Design cmac_pipe, sky130hd; sources not shown.
### Routing congestion

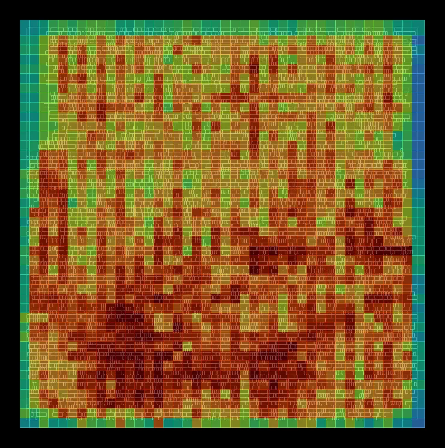
met2 Resource Use GR: 0.607
DR WL/cell: 18.2 um
met3 usage: 0.0624
utilization of the core after routing: 0.786
routing usage on met1: 0.448

### Placed cells, one color a class

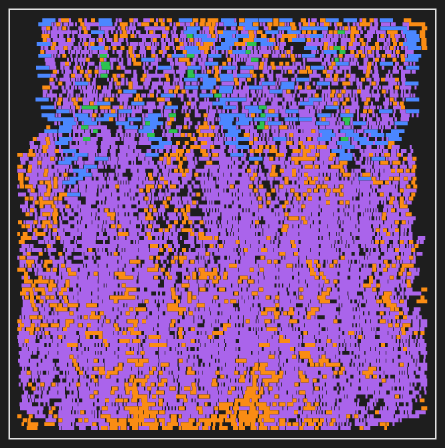
combinational and other logic -> purple  # cells 6459, share of their area 73%
remaining buffers and delay cells -> orange  # cells 1266, share of their area 18%
sequential cells -> blue  # cells 192, share of their area 7.8%
clock drivers and dummy loads -> green  # cells 32, share of their area 0.67%
# rows: 104
cell area after layout: 62600 um^2
floorplan core area: 79600 um^2

==> impl.org <==
#+TITLE: Implementation results

** Placed design
- HPWL reported at the end of detailed placement :: 121000 um
- Worst slack after detailed placement :: -3.65 ns
- Per the placement log, port buffering inserted 106 buffers.
- Dpl cell area :: 56800 um^2
- Placed instance count :: 8728
- Routability-driven placement finished with a final weighted congestion of 0.987.

** CTS
- Cell at the root of the clock tree :: sky130_fd_sc_hd__clkbuf_8
- Buffer levels on the longest clock path :: 2
- In this run, post-CTS hold repair placed 0 buffers.
- Skew-Pair Late Insertion Delay :: 0.52 ns
- The CTS report gives the tree buffer count as 17.
- CTS built an H-tree with a depth of 4.

** Setup path
- Startpoint kind of the worst setup timing path :: primary input
- Critical path's slowest cell :: sky130_fd_sc_hd__fa_1
- At the worst endpoint, the arrival time is 7.28 ns.
- The longest incremental delay of any stage on the critical path is reported as 0.68 ns.
- Setup slack on the worst reg-to-reg path comes out at 0.55 ns.
- CP max FO :: 6
- Worst Setup Path Type :: in2reg
- Logic depth along the worst register-to-register path is recorded as 21.
- CP required :: 4.31 ns
- The worst setup path is captured at a register.
- Most Frequent Cell on Critical Path :: sky130_fd_sc_hd__fa_1

** Synthesis
- After synthesis, the share of flip-flops with an asynchronous set or reset is 1.00.
- Ranked by total cell area, the synthesized netlist is headed by sky130_fd_sc_hd__fa_1, sky130_fd_sc_hd__nand2_1, sky130_fd_sc_hd__inv_1.
- Post-synthesis cell type count :: 53
- The synthesized netlist has a Yosys-reported chip area of 47200 um^2.
- Synth Seq Share :: 0.102
- The number of nets in the synthesized netlist is 8077.
- Counting every instance in the synthesized netlist gives 6896.
- Post-synth the commonest register cell is sky130_fd_sc_hd__dfrtp_1.
- #FFs+latches synth :: 192
- Counting flops with a built-in enable in the synthesized netlist gives 0.
- Dividing the synthesized area by the synthesized cell count gives 6.84 um^2.
- Share of Yosys cell area claimed by the top area cell type :: 0.284
- Before any placement, the netlist area is recorded as 47200 um^2.
- After synthesis, the design contains 6896 cells according to Yosys.
- The biggest area contributor in the post-synthesis netlist is sky130_fd_sc_hd__fa_1.
- For this run, the number of Yosys warnings is 0.
- For this run the top cell type by instance count after synthesis was sky130_fd_sc_hd__nand2_1.

** Global routing
- Largest net degree at the start of global routing :: 123
- In the global route stage, overall resource usage came out at 0.361.
- The via count of the first global-routing pass was 50300.
- The total overflow left after global routing is 0.
- The first global-routing pass estimated 251000 um of wire.
- The initial antenna violation count was 3.

** Route
- The first routing iteration left 4424 violations.
- Aggregate routed wire length :: 164000 um
- Vias per cell :: 5.47
- Number of detailed-routing iterations run before antenna repair :: 6
- In this run the remaining antenna-violating nets after routing total 0.
- The DRC violation total left in the routed layout is recorded as 0.
- The routed layout has 49300 vias.

** Floorplanning
- Die width :: 292 um
- For this design the top-level I/O count stands at 107.
- In the floorplan report the effective utilization is 0.592.
- Total die size :: 85800 um^2

** STA
- Final Max-Slew Violation Tally :: 0
- The final timing summary puts the cycle share of the worst path at 1.76.
- The end-of-flow timing check tallies setup violations at 64.
- Headroom to the max-slew limit came out at 0.316.
- Setup TNS :: -170.11 ns
- Final-layout worst hold slack :: 0.488 ns
- After layout, the worst setup slack is -2.97 ns.
- Final Hold Viols :: 0
- Min Tclk post-route :: 6.87 ns
- The transition time recorded at the tightest slew-check pin is 1.03 ns.

** Run
- Maxcap violations :: 0
- OpenROAD emitted warnings numbering 31.

** Cells and area
- Fraction of final layout cells sized beyond drive strength 1 :: 0.268
- For this run, the post-layout net count is 9117.
- Relative to the synthesized area, the layout overhead comes to 32.7%.
- Per the layout report, the design carries 5364 filler cells.
- Excluding fillers, the count of instances in the completed layout stands at 9012.

** Run status
- The final reports fail on setup timing.
- Outcome :: finished, violations left

** Min path
- Checking hold timing, the worst path is listed with class reg2reg.
==> layout make-up <==
class / instances / area, um^2 / area share
flip-flops and latches: 192 / 4810 / 0.0768
clock inverters: 15 / 176 / 0.00282
clock buffers: 17 / 234 / 0.00374
multi-input cells: 4654 / 38000 / 0.607
repair buffers: 1266 / 11300 / 0.180
well taps: 1060 / 1330 / 0.0212
inverters: 1805 / 6810 / 0.109
diodes: 3 / 7.51 / 0.000120
==> worst max-delay path: cells and delay by family <==
family | cells | cell delay [ns]
AND-OR/OR-AND | 3 | 0.52
buffers and inverters | 10 | 0.85
XOR/XNOR | 1 | 0.18
adder cells (fa/ha/maj) | 8 | 3.74
AND/OR/NAND/NOR | 11 | 0.99
==> what timing repair did <==
action                                  CTS  global route
setup buffers                           190            66
gates cloned                              9             3
endpoints found under the setup margin   98            98
resized                                 682           603
pin swaps                               304           366
==> cells by family (layout without fill, tap and decap cells) <==
| logic type | Yosys count | count (layout) | share of synthesized area |
|---|---|---|---|
| simple gates | 2935 | 2937 | 0.256 |
| buf+inv | 2052 | 3103 | 0.165 |
| fa+ha+maj | 1110 | 1110 | 0.401 |
| compound gates | 534 | 534 | 0.0625 |
| flops | 192 | 192 | 0.102 |
| xor+xnor | 73 | 73 | 0.0137 |
| other cells | 0 | 3 | 0 |
==> layer usage <==
metal  share of wire  routed length [um]  global-route usage  vias to the layer above
li1                -                   -                   -                    22500
met1            0.37               60900               0.448                    23500
met2            0.47               76500               0.607                     2536
met3           0.090               14800              0.0624                      887
met4           0.071               11600               0.191                        0
met5               0                   0                   0                        -
==> cells in the final DEF (no fill, tap or decap), drive strengths merged, types with 3 or more instances in the layout <==
cell type      instances
a211oi                 3
a21boi                 3
a21o                  20
a21oi                204
a31oi                 13
and2                  16
buf                 1185
bufbuf                 3
clkbuf                37
clkdlybuf4s15          9
clkdlybuf4s50         44
clkinv                 9
dfrtp                192
diode                  3
dlygate4sd2            5
fa                   668
ha                   442
inv                 1809
nand2               2108
nand3                314
nand3b                31
nand4                 81
nor2                 327
nor3                  29
nor4                  13
o211ai                 9
o21a                   5
o21ai                234
o21bai                27
o22ai                 12
or2                   16
xnor2                 21
xor2                  52
